## src/rtl/stopwatch_bcd_chain_pkg.sv

```systemverilog
// stopwatch_pkg: shared types and helpers for the BCD stopwatch chain
package stopwatch_pkg;
  localparam int MAX_DIGITS = 8;
  typedef logic [3:0] bcd_t;
  typedef enum logic [1:0] {IDLE, RUN, SET} state_t;
  function automatic bcd_t digit_max(input int k, input logic [MAX_DIGITS-1:0] mask);
    return mask[k] ? 4'd5 : 4'd9;
  endfunction
endpackage

```

## src/rtl/stopwatch_bcd_chain_if.sv

```systemverilog
// stopwatch_bcd_chain_if: button pulses, count direction and display/status outputs
//  master: button/board side (drives *_i, reads *_o); slave: stopwatch core
interface stopwatch_bcd_chain_if #(parameter int DIGITS = 4);
  logic start_stop_i, set_i, change_i, down_i, lap_i;
  logic [4*DIGITS-1:0] digits_o, lap_o;
  logic running_o, set_mode_o, wrap_o, done_o;
  logic [2:0] set_digit_o;
  modport master(output start_stop_i, set_i, change_i, down_i, lap_i,
                 input digits_o, lap_o, running_o, set_mode_o, set_digit_o, wrap_o, done_o);
  modport slave(input start_stop_i, set_i, change_i, down_i, lap_i,
                output digits_o, lap_o, running_o, set_mode_o, set_digit_o, wrap_o, done_o);
endinterface

```

## src/rtl/stopwatch_bcd_chain_digit_cell.sv

```systemverilog
// bcd_digit_cell: one BCD digit, steps up/down on step_en, increments on inc_en
//  ports: clk100_i, rst_i (async high), step_en, down, inc_en, max_val -> value, at_max, at_zero
import stopwatch_pkg::*;
module bcd_digit_cell (
  input  logic clk100_i,
  input  logic rst_i,
  input  logic step_en,
  input  logic down,
  input  logic inc_en,
  input  bcd_t max_val,
  output bcd_t value,
  output logic at_max,
  output logic at_zero
);
  assign at_max = value == max_val;
  assign at_zero = value == '0;
  always_ff @(posedge clk100_i or posedge rst_i)
    if (rst_i) value <= '0;
    else if (inc_en || (step_en && !down)) value <= at_max ? '0 : value + 1'b1;
    else if (step_en) value <= at_zero ? max_val : value - 1'b1;
endmodule

```

## src/rtl/stopwatch_bcd_chain.sv

```systemverilog
// stopwatch_bcd_chain: N-digit cascaded BCD stopwatch/timer with set mode
//  ports: clk100_i, rst_i (async high), bus (stopwatch_bcd_chain_if.slave)
//  optional: define LAP_CAPTURE_EN to add the lap capture register
import stopwatch_pkg::*;
module stopwatch_bcd_chain #(
  parameter int DIGITS = 4,
  parameter int TICK_DIV = 1_000_000,
  parameter logic [MAX_DIGITS-1:0] MOD6_MASK = '0
) (
  input logic clk100_i,
  input logic rst_i,
  stopwatch_bcd_chain_if.slave bus
);
  localparam int PW = TICK_DIV > 1 ? $clog2(TICK_DIV) : 1;
  state_t state_q, state_d;
  logic [2:0] sel_q, sel_d;
  logic [PW-1:0] pre_q, pre_d;
  logic tick, zero_all, one_all, wrap_d, done_d, wrap_q, done_q;
  logic [DIGITS:0] carry;
  logic [DIGITS-1:0] at_max, at_zero, inc_en;
  logic [4*DIGITS-1:0] digits;
  assign tick = state_q == RUN && pre_q == PW'(TICK_DIV - 1);
  assign carry[0] = tick;
  for (genvar k = 0; k < DIGITS; k++) begin : g_dig
    // a digit steps only when every lower digit is about to roll over
    assign carry[k+1] = carry[k] && (bus.down_i ? at_zero[k] : at_max[k]);
    assign inc_en[k] = state_q == SET && bus.change_i && !bus.set_i && sel_q == 3'(k);
    bcd_digit_cell u_cell (
      .clk100_i(clk100_i),
      .rst_i(rst_i),
      .step_en(carry[k]),
      .down(bus.down_i),
      .inc_en(inc_en[k]),
      .max_val(digit_max(k, MOD6_MASK)),
      .value(digits[4*k +: 4]),
      .at_max(at_max[k]),
      .at_zero(at_zero[k])
    );
  end
  assign zero_all = &at_zero;
  // value one: LSD is 1 and every higher digit is zero
  assign one_all = digits[3:0] == 4'd1 && &(at_zero | DIGITS'(1));
  assign wrap_d = tick && !bus.down_i && &at_max;
  assign done_d = tick && bus.down_i && one_all;
  always_comb begin
    state_d = state_q;
    sel_d = sel_q;
    pre_d = state_q == RUN ? (tick ? '0 : pre_q + 1'b1) : pre_q;
    case (state_q)
      IDLE:
        if (bus.start_stop_i) state_d = bus.down_i && zero_all ? IDLE : RUN;
        else if (bus.set_i) begin
          state_d = SET;
          sel_d = '0;
          pre_d = '0;
        end
      RUN: state_d = bus.start_stop_i || done_d ? IDLE : RUN;
      SET:
        if (bus.set_i) begin
          state_d = sel_q == 3'(DIGITS - 1) ? IDLE : SET;
          sel_d = sel_q == 3'(DIGITS - 1) ? '0 : sel_q + 1'b1;
        end
      default: state_d = IDLE;
    endcase
  end
  always_ff @(posedge clk100_i or posedge rst_i)
    if (rst_i) begin
      state_q <= IDLE;
      sel_q <= '0;
      pre_q <= '0;
      wrap_q <= 1'b0;
      done_q <= 1'b0;
    end else begin
      state_q <= state_d;
      sel_q <= sel_d;
      pre_q <= pre_d;
      wrap_q <= wrap_d;
      done_q <= done_d;
    end
`ifdef LAP_CAPTURE_EN
  logic [4*DIGITS-1:0] lap_q;
  always_ff @(posedge clk100_i or posedge rst_i)
    if (rst_i) lap_q <= '0;
    else if (bus.lap_i && state_q != SET) lap_q <= digits;
  assign bus.lap_o = lap_q;
`else
  assign bus.lap_o = '0;
`endif
  assign bus.digits_o = digits;
  assign bus.running_o = state_q == RUN;
  assign bus.set_mode_o = state_q == SET;
  assign bus.set_digit_o = sel_q;
  assign bus.wrap_o = wrap_q;
  assign bus.done_o = done_q;
endmodule

```

## src/flat_wrapper.sv

```systemverilog
// flat-port wrapper written by rule: the top's interface ports become plain ports
module stopwatch_bcd_chain_flat 
#(
  parameter int DIGITS = 4,
  parameter int TICK_DIV = 1_000_000,
  parameter logic [MAX_DIGITS-1:0] MOD6_MASK = '0
)
  (clk100_i, rst_i, bus_start_stop_i, bus_set_i, bus_change_i, bus_down_i, bus_lap_i, bus_digits_o, bus_lap_o, bus_running_o, bus_set_mode_o, bus_set_digit_o, bus_wrap_o, bus_done_o);
  stopwatch_bcd_chain_if #(.DIGITS(DIGITS)) bus_i ();
  input logic clk100_i;
  input logic rst_i;
  input wire logic [$bits(bus_i.start_stop_i)-1:0] bus_start_stop_i;
  input wire logic [$bits(bus_i.set_i)-1:0] bus_set_i;
  input wire logic [$bits(bus_i.change_i)-1:0] bus_change_i;
  input wire logic [$bits(bus_i.down_i)-1:0] bus_down_i;
  input wire logic [$bits(bus_i.lap_i)-1:0] bus_lap_i;
  output wire logic [$bits(bus_i.digits_o)-1:0] bus_digits_o;
  output wire logic [$bits(bus_i.lap_o)-1:0] bus_lap_o;
  output wire logic [$bits(bus_i.running_o)-1:0] bus_running_o;
  output wire logic [$bits(bus_i.set_mode_o)-1:0] bus_set_mode_o;
  output wire logic [$bits(bus_i.set_digit_o)-1:0] bus_set_digit_o;
  output wire logic [$bits(bus_i.wrap_o)-1:0] bus_wrap_o;
  output wire logic [$bits(bus_i.done_o)-1:0] bus_done_o;
  assign bus_i.start_stop_i = bus_start_stop_i;
  assign bus_i.set_i = bus_set_i;
  assign bus_i.change_i = bus_change_i;
  assign bus_i.down_i = bus_down_i;
  assign bus_i.lap_i = bus_lap_i;
  assign bus_digits_o = bus_i.digits_o;
  assign bus_lap_o = bus_i.lap_o;
  assign bus_running_o = bus_i.running_o;
  assign bus_set_mode_o = bus_i.set_mode_o;
  assign bus_set_digit_o = bus_i.set_digit_o;
  assign bus_wrap_o = bus_i.wrap_o;
  assign bus_done_o = bus_i.done_o;
  stopwatch_bcd_chain #(.DIGITS(DIGITS), .TICK_DIV(TICK_DIV), .MOD6_MASK(MOD6_MASK)) u_core (.clk100_i(clk100_i), .rst_i(rst_i), .bus(bus_i));
endmodule
```

## config.mk

```make
export PLATFORM = sky130hd
export DESIGN_NAME = stopwatch_bcd_chain_flat
export DESIGN_NICKNAME = d
export VERILOG_FILES = /design/src/rtl/stopwatch_bcd_chain_pkg.sv /design/src/rtl/stopwatch_bcd_chain_if.sv /design/src/rtl/stopwatch_bcd_chain_digit_cell.sv /design/src/rtl/stopwatch_bcd_chain.sv /design/src/flat_wrapper.sv
export SDC_FILE = /design/constraint.sdc
export NUM_CORES = 1
export LEC_CHECK = 0
export CORE_AREA = 2 2 95 106
export CTS_CLUSTER_DIAMETER = 150
export DETAILED_ROUTE_END_ITERATION = 12
export DIE_AREA = 0 0 97 108
export PLACE_DENSITY = 0.63
export SYNTH_ARGS = -nofsm -noshare
export SYNTH_HDL_FRONTEND = slang
export SYNTH_SLANG_ARGS = --single-unit
export TNS_END_PERCENT = 100
```

## constraint.sdc

```tcl
create_clock -name clk100_i -period 2.3 [get_ports clk100_i]
set_input_delay 0.46 -clock clk100_i [delete_from_list [all_inputs] [get_ports clk100_i]]
set_output_delay 0.46 -clock clk100_i [all_outputs]
set_load 0.02 [all_outputs]
```

### Where the registers sit, run 1

Scale bar: 20 um.
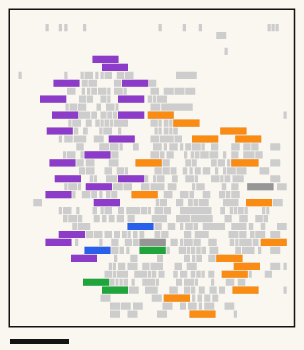
| colour | signal | flops |
|---|---|---|
| green | u_core.bus.set_digit_o | 3 |
| orange | u_core.g_dig.u_cell.value | 16 |
| purple | u_core.pre_q | 20 |
| blue | u_core.state_q | 2 |
not coloured: 2
sequential standard cell area: 1080 um2
P_seq: 1.07 mW
utilization of the core after routing: 40.4%
sequential portion of the cell area: 28.7%

### The metal 3 layer, run 1

Scale bar: 20 um.
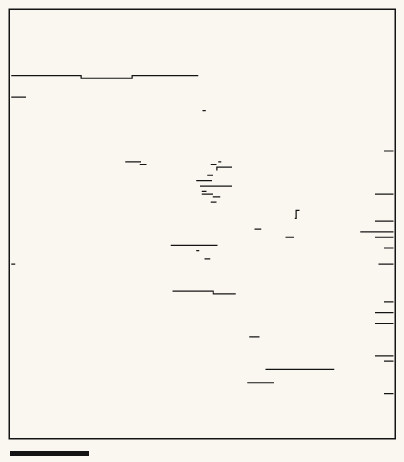
share of all routed wire: 2.7%
wire length on this layer: 192 um
main direction: horizontal
final routed wirelength across all metal layers: 7.07 mm
DR vias: 2677
met3 Usage GRT: 2.20%

### Cell density map, run 1

The die is cut into 10 by 11 equal tiles; white is low, dark blue is high, 0 to 100% covered.
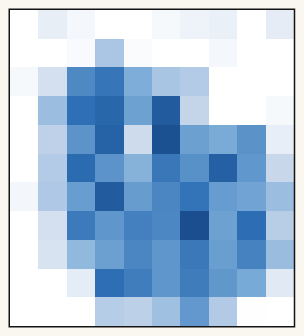
fullest tile: 88%
emptiest ninth of the die: upper right
mean over tiles: 35%
nearly empty tiles: 25%
tiles over 75% full: 9.1%
densest ninth of the die: centre
Core Region: 9310 um2
fp_density: 31.6%

==> run 1: worst register-to-register path, cell delays in order, from the launching register on <==
cell,delay (ps)
sky130_fd_sc_hd__dfrtp_1,390
sky130_fd_sc_hd__or4b_1,520
sky130_fd_sc_hd__or4_4,470
sky130_fd_sc_hd__buf_4,170
sky130_fd_sc_hd__nor4_4,140
sky130_fd_sc_hd__a21oi_2,70
sky130_fd_sc_hd__mux2i_1,150
sky130_fd_sc_hd__a221o_2,340
==> run 1: worst min-delay path by stage <==
| stage | cells past startpoint | end | slack (ps) |
|---|---|---|---|
| floorplan | 1 | u_core.state_q[0]$_DFFE_PP0P_ | 460 |
| global placement | 1 | u_core.bus.set_digit_o[2]$_DFFE_PP0P_ | 510 |
| detailed placement | 1 | u_core.bus.set_digit_o[2]$_DFFE_PP0P_ | 510 |
| CTS | 2 | u_core.bus.wrap_o$_DFF_PP0_ | 470 |
| global route | 2 | u_core.g_dig[3].u_cell.value[1]$_DFFE_PP0P_ | 480 |
| finish | 2 | u_core.bus.wrap_o$_DFF_PP0_ | 450 |
==> run 1: synth_stat cells, types with 3 or more instances <==
master	number
sky130_fd_sc_hd__and3_1	5
sky130_fd_sc_hd__a21o_1	4
sky130_fd_sc_hd__nor2b_1	6
sky130_fd_sc_hd__and4_1	4
sky130_fd_sc_hd__inv_1	16
sky130_fd_sc_hd__clkbuf_1	12
sky130_fd_sc_hd__a21oi_1	10
sky130_fd_sc_hd__nand2_1	31
sky130_fd_sc_hd__a31oi_1	3
sky130_fd_sc_hd__nand4_1	8
sky130_fd_sc_hd__or3_1	3
sky130_fd_sc_hd__nor3_1	13
sky130_fd_sc_hd__buf_4	16
sky130_fd_sc_hd__o2111ai_1	3
sky130_fd_sc_hd__mux2i_1	3
sky130_fd_sc_hd__xor2_1	14
sky130_fd_sc_hd__nor4_1	3
sky130_fd_sc_hd__xnor2_1	12
sky130_fd_sc_hd__ha_1	5
sky130_fd_sc_hd__nor2_1	37
sky130_fd_sc_hd__nand3_1	16
sky130_fd_sc_hd__nand2b_1	4
sky130_fd_sc_hd__o21ai_0	11
sky130_fd_sc_hd__o22ai_1	3
sky130_fd_sc_hd__and2_1	6
sky130_fd_sc_hd__dfrtp_1	43
==> run 1: state kept, by name (all words and copies together) (netlist names) <==
name / cells
u_core.bus.set_digit_o: 3
u_core.pre_q: 20
u_core.bus.wrap_o: 1
u_core.state_q: 2
u_core.g_dig.u_cell.value: 16
u_core.bus.done_o: 1
==> run 1: per-layer routing <==
metal	track usage (%)	part of all wire [%]	vias to the layer above
met5	0	0	-
met4	4.12	1.5	0
li1	-	-	1312
met2	24.4	52	54
met3	2.20	2.7	10
met1	16.5	44	1301
==> run 1: kinds of logic (layout without fill, tap and decap cells) <==
kind of cell / after synthesis / in the layout / share of synthesized area, %
AND-OR/OR-AND: 59 / 59 / 14.3
multiplexers: 3 / 3 / 1.02
XOR/XNOR: 26 / 26 / 7.73
other: 1 / 16 / 0.127
flip-flops: 43 / 43 / 36.5
AND/OR/NAND/NOR: 159 / 159 / 29.8
adder cells (fa/ha/maj): 5 / 5 / 2.12
buffers and inverters: 47 / 94 / 8.33
==> impl_metrics.tcl, run 1 <==
# yosys + openroad results
set metrics [dict create \
    seq_area_frac_synth_pct 36.5 \
    drtAntennaViolNets 0 \
    grt_antenna_before_repair 0 \
    number_of_enable_type_register_cells_in_the_synthesized_netlist 0 \
    post_route_drc_violation_count 0 \
    top_area_share_pct 36.5 \
    post_place_cell_area_um2 3570 \
    place_congestion 0.818 \
    post_synth_main_area_contributors "sky130_fd_sc_hd__dfrtp_1 (37%), sky130_fd_sc_hd__nor2_1 (4.7%), sky130_fd_sc_hd__xor2_1 (4.2%)" \
    top_area_cell_class "logic gates" \
    io_pins 46 \
    power_density_nw_per_um2 884 \
    worst_hold_path_type "in -> async" \
    clock_latency_on_the_worst_skew_pair_ps 300 \
    synthesis.instances 343 \
    worst_slew_margin_rel_pct 59.3 \
    final-comb-area_um2 1730 \
    clock_tree.htree_level_count 2 \
    synth_async_sr_flop_share_pct 100 \
    tool_warnings 33 \
    fin_cells 522 \
    timing.setup.tns_ps -36.9 \
    floorplan.rows 37 \
    p_int_mw 2.01 \
    pg_clk_mw 0.726 \
    worstReg2RegStart "u_core.pre_q[6]$_DFF_PP0_" \
    cts_tree "done" \
    combinationalPowerShare_pct 45.8 \
    synth.largest_area_cell "sky130_fd_sc_hd__dfrtp_1" \
    wl_per_cell_um 13.5 \
    die_h_um 108 \
    period_minus_slack_ps 2330 \
    critPathArrivalTime_ps 2530 \
    synth.cell_area_um2 2940 \
    timing.final.max_slew_violations 0 \
    n_all_inverters 16 \
    area_share_nonclk_buffers_pct 16.2 \
    clock-skew-final_ps 14.2 \
    critical_path_max_stage_delay_ps 520 \
    first_pass_drt_iterations 4 \
    worst_vdd_rail_ir_drop_v 0.000359 \
    tightest_pin_transition_ps 608 \
    status "finished, violations left" \
    yosysUniqueCellTypes 66 \
    layout-drive-gt1-share_pct 17.3 \
    highest_count_logic_cell_in_the_final_layout "sky130_fd_sc_hd__dfrtp_1" \
    switching_part_of_the_total_pct 39.4 \
    preCtsSetupSlack_ps -328 \
    finalSetupViolations 2 \
    tapCellCount 117 \
    power_switching_mw 1.31 \
    fillCellCount 935 \
    critical_path.cell_chain "or4b_1, or4_4, buf_4, nor4_4, a21oi_2, mux2i_1, a221o_2" \
    ys_warn_count 0 \
    final_nets 416 \
    synth_top_flop_cell "sky130_fd_sc_hd__dfrtp_1" \
    worstSetupStartpointType "flop" \
    clock_power_share_pct 21.9 \
    dpl.cell_count 512 \
    buffers 70 \
    cp_top_family "simple AND/OR/NAND/NOR gates" \
    drv_cap 0 \
    number_of_standard_cells_reported_by_yosys 343 \
    rrSetupSlack_ps -30 \
    crit_start "u_core.pre_q[6]$_DFF_PP0_" \
    io_buffers 28 \
    final.setup.worst_slack_ps -35.0 \
    clock-sinks 43 \
    worst_r2r_endpoint "u_core.g_dig[3].u_cell.value[3]$_DFFE_PP0P_" \
    rr_worst_depth 7 \
    grt_start_max_net_pins 31 \
    cell_leakage_power_nw 1.67 \
    ff_count 43 \
    root_buffer "sky130_fd_sc_hd__clkbuf_8" \
    via_per_inst 5.13 \
    die_area_um2 10500 \
    violations "setup timing" \
    flow.area_growth_from_synthesis_pct 27.6 \
]
### Cell placement, run 1

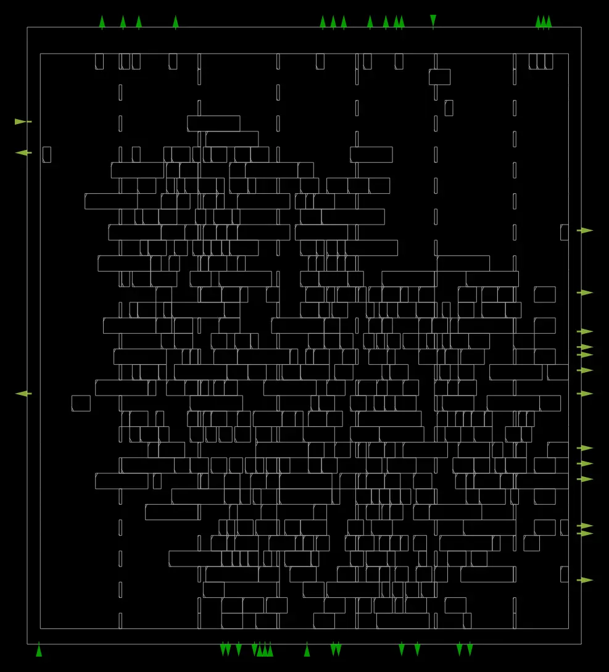

==> run 1 -> run 2 <==
--- a/config.mk
+++ b/config.mk
@@ -6,10 +6,11 @@
 export NUM_CORES = 1
 export LEC_CHECK = 0
 export CORE_AREA = 2 2 95 106
+export CTS_BUF_LIST = sky130_fd_sc_hd__clkbuf_4 sky130_fd_sc_hd__clkbuf_8
 export CTS_CLUSTER_DIAMETER = 150
 export DETAILED_ROUTE_END_ITERATION = 12
 export DIE_AREA = 0 0 97 108
-export PLACE_DENSITY = 0.63
+export PLACE_DENSITY = 0.62
 export SYNTH_ARGS = -nofsm -noshare
 export SYNTH_HDL_FRONTEND = slang
 export SYNTH_SLANG_ARGS = --single-unit
### Cell placement, run 2

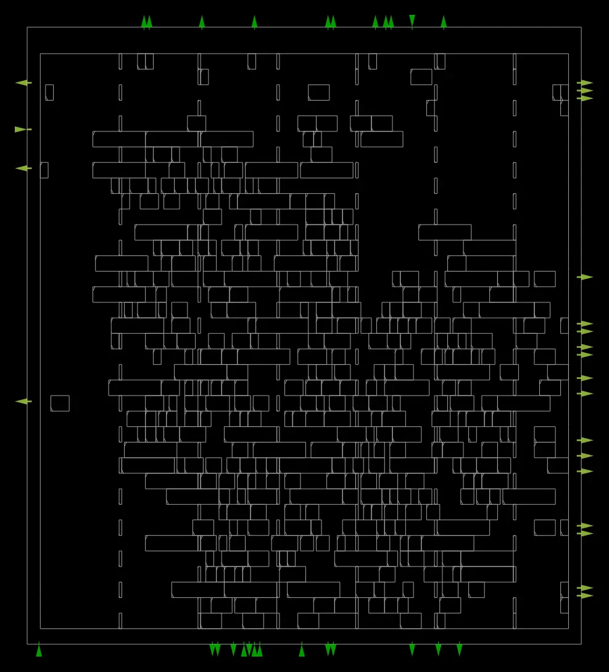
number of well taps: 117
utilization of the core after routing: 39.8%
number of placement rows: 37

==> run 2 against run 1 <==
Against the previous run: critical endpoint is now u_core.g_dig[3].u_cell.value[2]$_DFFE_PP0P_; clock skew down 6.1 ps; sequential cell count unchanged; design area down 1.4%; routed wire length up 0.45%; critical path depth down 1; register-to-register slack about the same; the flow still finishes with violations (setup timing); final cell count unchanged; via count down 0.78%.
==> impl_metrics.tcl, run 2 <==
# yosys + openroad results
set metrics [dict create \
    yosysUniqueCellTypes 66 \
    status "finished, violations left" \
    top_area_share_pct 36.5 \
    synth_async_sr_flop_share_pct 100 \
    first_pass_drt_iterations 4 \
    vias 2656 \
    drtAntennaViolNets 0 \
    clock-skew-final_ps 8.02 \
    registers.top_by_ff_count "u_core.pre_q" \
    ys_top_cells_by_count "sky130_fd_sc_hd__dfrtp_1 (43), sky130_fd_sc_hd__nor2_1 (37), sky130_fd_sc_hd__nand2_1 (31)" \
    core_util_floorplan_pct 31.6 \
    rrSetupSlack_ps -50 \
    cts_tree "done" \
    violations "setup timing" \
    rr_worst_depth 6 \
    cell_leakage_power_nw 1.65 \
    clock_tree.htree_level_count 2 \
    final_cell_mix "sky130_fd_sc_hd__dfrtp_1 (42), sky130_fd_sc_hd__buf_4 (40), sky130_fd_sc_hd__nor2_1 (37)" \
    clock_latency_on_the_worst_skew_pair_ps 300 \
    clock-sinks 43 \
    drv_cap 0 \
    tool_warnings 33 \
    worst_r2r_endpoint "u_core.g_dig[3].u_cell.value[2]$_DFFE_PP0P_" \
    worst_hold_path_type "in -> async" \
    final.setup.worst_slack_ps -46.1 \
    die_area_um2 10500 \
    post_synth_main_area_contributors "sky130_fd_sc_hd__dfrtp_1 (37%), sky130_fd_sc_hd__nor2_1 (4.7%), sky130_fd_sc_hd__xor2_1 (4.2%)" \
    layout-drive-gt1-share_pct 17.0 \
    io_buffers 28 \
    global_route.usage.met2_pct 25.3 \
    finalSetupViolations 2 \
    largest_reg_flops 20 \
    number_of_standard_cells_reported_by_yosys 343 \
    worst_vdd_rail_ir_drop_v 0.000243 \
    flow.area_growth_from_synthesis_pct 25.8 \
    final_nets 416 \
    busiest_layer "met2" \
    root_buffer "sky130_fd_sc_hd__clkbuf_8" \
    seq_area_frac_synth_pct 36.5 \
    aoi_share_pct 14.3 \
    grt_pass1_wl_mm 12.0 \
    wl_per_cell_um 13.6 \
    synth_top_flop_cell "sky130_fd_sc_hd__dfrtp_1" \
    worstSetupStartpointType "flop" \
    io_pins 46 \
    post_route_drc_violation_count 0 \
    ys_warn_count 0 \
    synth.largest_area_cell "sky130_fd_sc_hd__dfrtp_1" \
    synthesis.instances 343 \
    coreArea_um2 9310 \
    place_congestion 0.895 \
    synth_top_cell_by_count "sky130_fd_sc_hd__dfrtp_1" \
    synthAdderAreaFrac_pct 2.12 \
    preCtsSetupSlack_ps -377 \
    period_minus_slack_ps 2350 \
    synth.cell_area_um2 2940 \
    simple_gate_share_pct 29.8 \
    grt.met1_usage_pct 16.6 \
    via_per_inst 5.09 \
    grt_start_max_net_pins 32 \
    number_of_enable_type_register_cells_in_the_synthesized_netlist 0 \
    synth_xor_xnor_area_share_pct 7.73 \
    route.final.wire_length_mm 7.10 \
    timing.final.max_slew_violations 0 \
    die_h_um 108 \
    tightest_pin_transition_ps 547 \
    critPathArrivalTime_ps 2570 \
    synth.comb.largest_family "simple AND/OR/NAND/NOR gates" \
]
### Where the registers sit, run 2

Scale bar: 20 um.
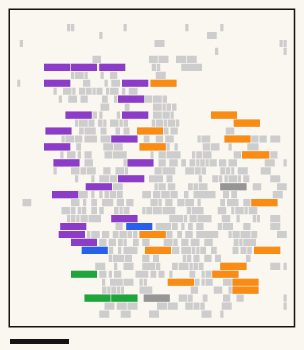
sequential portion of the cell area: 29.1%
P_seq: 1.06 mW

run 2: cell types whose count changed in the layout (fill, tap and decap cells not counted), sizes merged:
| cell | delta |
|---|---|
| bufinv | -2 |
| clkinv | +1 |
| clkinvlp | +1 |
run 2: metal layers:
layer,up-vias,wire length (um),part of all wire [%]
met2,51,3710,52
met4,0,92,1.3
met1,1280,3090,43
li1,1315,-,-
met3,10,213,3.0
met5,-,0,0
run 2: cell type report:
type                            instances  area [um2]
Multi-Input combinational cell        268        1720
Fill cell                             938        5600
Timing Repair Buffer                   70         611
Inverter                               16        60.1
Tap cell                              117         146
Clock buffer                            5        68.8
Clock inverter                          3        20.0
Sequential cell                        43        1080
run 2: stage by stage:
step	instance area [um2]	std cells	setup TNS (ps)	hold WS, ps	util [%]
after floorplan	3010	358	-265	457	-
final	3700	522	-65.7	440	39.8
after CTS	3700	522	-95.8	459	39.7
after detailed placement	3570	513	-2280	505	38.4
after global routing	3700	522	-433	479	39.8
after global placement	3570	513	-1790	510	38.4
run 2: cells by family (layout without fill, tap and decap cells):
kind of cell | after synthesis | in the layout
buffers and inverters | 47 | 94
AOI/OAI and AO/OA | 59 | 59
other | 1 | 16
xor gates and xnor gates | 26 | 26
and+or+nand+nor | 159 | 159
muxes | 3 | 3
DFF | 43 | 43
adders and majority gates | 5 | 5
run 2: power breakdown:
part           internal [mW]  total, mW  switching [mW]
Sequential             0.900       1.06           0.161
Combinational          0.680       1.52           0.844
Clock                  0.212      0.500           0.288
Total                   1.79       3.09            1.29
run 2: timing repair:
action	4_1_cts	5_1_grt
hold endpoints to repair	0	0
pin swaps	4	3
setup buffers	1	0
setup endpoints to repair	4	7
gates resized	7	2
run 2: critical path: stages, from the launching register on:
cell and delay (ps):
sky130_fd_sc_hd__dfrtp_1 390, sky130_fd_sc_hd__or4b_1 520, sky130_fd_sc_hd__or4_4 470, sky130_fd_sc_hd__nor4_4 350, sky130_fd_sc_hd__a311oi_1 150, sky130_fd_sc_hd__a31o_1 210, sky130_fd_sc_hd__a211oi_2 180
run 2: how the worst max path moves through the flow:
| stage | start | end | slack (ps) | cells after the start |
|---|---|---|---|---|
| global route | u_core.pre_q[6]$_DFF_PP0_ | u_core.g_dig[3].u_cell.value[2]$_DFFE_PP0P_ | -150 | 6 |
| CTS | u_core.pre_q[6]$_DFF_PP0_ | u_core.g_dig[3].u_cell.value[2]$_DFFE_PP0P_ | -60 | 6 |
| finish | u_core.pre_q[6]$_DFF_PP0_ | u_core.g_dig[3].u_cell.value[2]$_DFFE_PP0P_ | -50 | 6 |
| global placement | bus_down_i | u_core.g_dig[3].u_cell.value[3]$_DFFE_PP0P_ | -300 | 7 |
| detailed placement | bus_down_i | u_core.g_dig[3].u_cell.value[3]$_DFFE_PP0P_ | -380 | 7 |
| floorplan | u_core.g_dig[1].u_cell.value[1]$_DFFE_PP0P_ | u_core.g_dig[3].u_cell.value[2]$_DFFE_PP0P_ | -160 | 7 |
### Cell density map, run 2

The die is cut into 10 by 11 equal tiles; white is low, dark blue is high, 0 to 100% covered.
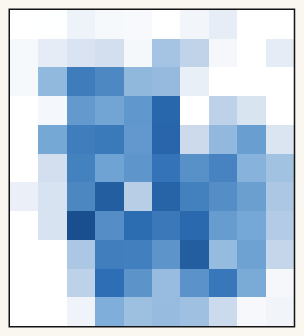

==> run 2 -> run 3 <==
--- a/config.mk
+++ b/config.mk
@@ -10,7 +10,7 @@
 export CTS_CLUSTER_DIAMETER = 150
 export DETAILED_ROUTE_END_ITERATION = 12
 export DIE_AREA = 0 0 97 108
-export PLACE_DENSITY = 0.62
+export PLACE_DENSITY = 0.6
 export SYNTH_ARGS = -nofsm -noshare
 export SYNTH_HDL_FRONTEND = slang
 export SYNTH_SLANG_ARGS = --single-unit
==> constraint.sdc (replaced) <==
create_clock -name clk100_i -period 2.55 [get_ports clk100_i]
set_input_delay 0.51 -clock clk100_i [delete_from_list [all_inputs] [get_ports clk100_i]]
set_output_delay 0.51 -clock clk100_i [all_outputs]
set_load 0.02 [all_outputs]
### Cell density map, run 3

The die is cut into 10 by 11 equal tiles; white is low, dark blue is high, 0 to 100% covered.
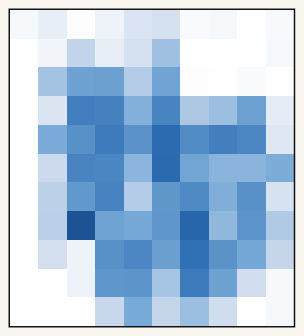
fullest tile: 86%
densest ninth of the die: centre
nearly empty tiles: 20%
mean over tiles: 33%
tiles over 75% full: 3.6%

==> run 3 against run 2 <==
Against the previous run: the run now ends clean; final cell count is 2.5% lower; routed wire length is 1.4% lower; highest routed layer unchanged; area after synthesis stayed put; critical path depth stayed put; clock power is 13% higher; design area is 3.2% lower.
==> impl_metrics.tcl, run 3 <==
# yosys + openroad results
set metrics [dict create \
    clock-sinks 43 \
    synthesis.instances 343 \
    place_congestion 0.834 \
    period_minus_slack_ps 2420 \
    worstSetupStartpointType "flop" \
    ys_top_cells_by_count "sky130_fd_sc_hd__dfrtp_1 (43), sky130_fd_sc_hd__nor2_1 (37), sky130_fd_sc_hd__nand2_1 (31)" \
    root_buffer "sky130_fd_sc_hd__clkbuf_8" \
    status "completed" \
    worst-path-buf-inv 0 \
    critical_path.cell_chain "or4b_1, or4_4, nor4_2, a21oi_1, mux2i_1, a221o_2" \
    combinationalPowerShare_pct 46.1 \
    largest_reg_flops 20 \
    die_area_um2 10500 \
    coreArea_um2 9310 \
    flow.area_growth_from_synthesis_pct 21.7 \
    cp_top_family "simple AND/OR/NAND/NOR gates" \
    finalSetupViolations 0 \
    worst_path_max_delay_cell "sky130_fd_sc_hd__or4_4" \
    drt_iter0_markers 97 \
    p_int_mw 1.71 \
    grt_start_max_net_pins 44 \
    fillCellCount 985 \
    clock-skew-final_ps 11.5 \
    worst_vdd_rail_ir_drop_v 0.000287 \
    synth_top_cell_by_count "sky130_fd_sc_hd__dfrtp_1" \
    worst_hold_path_type "reg -> reg" \
    final_cell_mix "sky130_fd_sc_hd__dfrtp_1 (43), sky130_fd_sc_hd__nor2_1 (37), sky130_fd_sc_hd__nand2_1 (31)" \
    clock_tree.htree_level_count 2 \
    clock_latency_on_the_worst_skew_pair_ps 300 \
    critical_path_max_stage_delay_ps 540 \
    crit_start "u_core.pre_q[8]$_DFF_PP0_" \
    number_of_enable_type_register_cells_in_the_synthesized_netlist 0 \
    yosysUniqueCellTypes 66 \
    post_route_drc_violation_count 0 \
    synth_top_flop_cell "sky130_fd_sc_hd__dfrtp_1" \
    wl_per_cell_um 13.8 \
    final_nets 403 \
    drv_cap 0 \
    grt_pass1_wl_mm 12.1 \
    fin_cells 509 \
    tool_warnings 30 \
    synth.largest_area_cell "sky130_fd_sc_hd__dfrtp_1" \
    floorplan.rows 37 \
    share_seq_of_total_power_pct 34.1 \
    io_buffers 28 \
    tightest_pin_transition_ps 560 \
    timing.final.max_slew_violations 0 \
    layout-drive-gt1-share_pct 12.5 \
    core_util_floorplan_pct 31.6 \
    switching_part_of_the_total_pct 40.2 \
    number_of_standard_cells_reported_by_yosys 343 \
    cts_tree "done" \
    dpl.cell_count 501 \
    clock_power_share_pct 19.8 \
    post_synth_main_area_contributors "sky130_fd_sc_hd__dfrtp_1 (37%), sky130_fd_sc_hd__nor2_1 (4.7%), sky130_fd_sc_hd__xor2_1 (4.2%)" \
    first_pass_drt_iterations 4 \
    ys_warn_count 0 \
    synth.cell_area_um2 2940 \
    top_area_share_pct 36.5 \
    power_switching_mw 1.15 \
    die_h_um 108 \
    io_pins 46 \
    drtAntennaViolNets 0 \
]
### The metal 3 layer, run 3

Scale bar: 20 um.
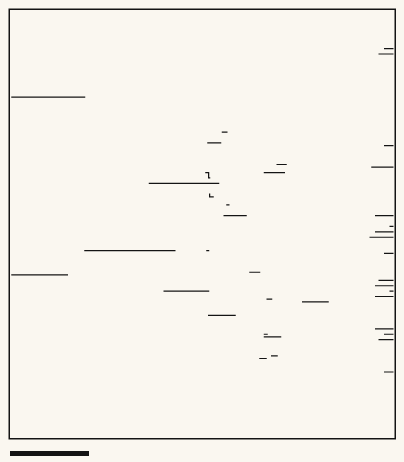
met3 Usage GRT: 2.33%
DR vias: 2625
final routed wirelength across all metal layers: 7.01 mm

## run 3: worst paths after layout
check / depth (start not counted) / slack, ps / end
worst min-delay path: 1 / 520 / u_core.state_q[0]$_DFFE_PP0P_
worst max register to register: 6 / 130 / u_core.g_dig[3].u_cell.value[3]$_DFFE_PP0P_
min in group asynchronous: 3 / 650 / u_core.g_dig[0].u_cell.value[1]$_DFFE_PP0P_
worst max-delay path: 6 / 130 / u_core.g_dig[3].u_cell.value[3]$_DFFE_PP0P_
max in group asynchronous: 3 / 1510 / u_core.bus.set_digit_o[1]$_DFFE_PP0P_
worst min register to register: 1 / 520 / u_core.state_q[0]$_DFFE_PP0P_
## run 3: logic make-up (layout without fill, tap and decap cells)
logic type,after synthesis,in the layout,synth area share [%]
compound gates,59,59,14.3
xor+xnor,26,26,7.73
fa+ha+maj,5,5,2.12
buf+inv,47,81,8.33
flops,43,43,36.5
mux,3,3,1.02
other cells,1,16,0.127
simple gates,159,159,29.8
## run 3: worst reg2reg max path, cell delays in order, from the launching register on
cell                      delay [ps]
sky130_fd_sc_hd__dfrtp_1         390
sky130_fd_sc_hd__or4b_1          520
sky130_fd_sc_hd__or4_4           540
sky130_fd_sc_hd__nor4_2          290
sky130_fd_sc_hd__a21oi_1         100
sky130_fd_sc_hd__mux2i_1         140
sky130_fd_sc_hd__a221o_2         330
## run 3: per-stage QoR
stage	utilization (%)	hold WS, ps	area [um2]	TNS [ps]	worst slack [ps]
finish	38.5	522	3580	0	129
global route	38.5	559	3580	0	2.45
CTS	38.4	530	3580	0	73.8
detailed placement	37.2	510	3460	-272	-138
global placement	37.2	506	3460	-75.1	-58.2
floorplan	-	457	3000	0	67.9
## run 3: what timing repair did
action | 4_1_cts | 5_1_grt
buffers inserted | 0 | 0
setup endpoints to repair | 0 | 2
gates resized | 0 | 1
hold buffers | 0 | 0
## run 3: power by group through the flow
stage                     clock network [mW]  logic, mW  registers (mW)
after global placement                     0       1.30           0.982
after global routing                   0.613       1.45            1.01
after CTS                              0.586       1.33           0.976
after detailed placement                   0       1.32           0.989
after floorplan                            0      0.742            1.07
final                                  0.567       1.32           0.976
## run 3: routing by layer
| metal | vias up | track usage [%] | part of all wire (%) |
|---|---|---|---|
| li1 | 1284 | - | - |
| met1 | 1281 | 16.6 | 44 |
| met2 | 48 | 25.3 | 52 |
| met3 | 12 | 2.33 | 2.6 |
| met4 | 0 | 4.43 | 1.7 |
| met5 | - | 0 | 0 |
## run 3: final cells by class
type                            count  area, um2  area share [%]
Multi-Input combinational cell    268       1690            47.0
Sequential cell                    43       1080            30.0
Timing Repair Buffer               57        498            13.9
Tap cell                          117        146            4.09
Clock buffer                        6       82.6            2.30
Inverter                           16       60.1            1.68
Clock inverter                      2       35.0           0.978
Power is estimated from default activity; no workload was simulated.
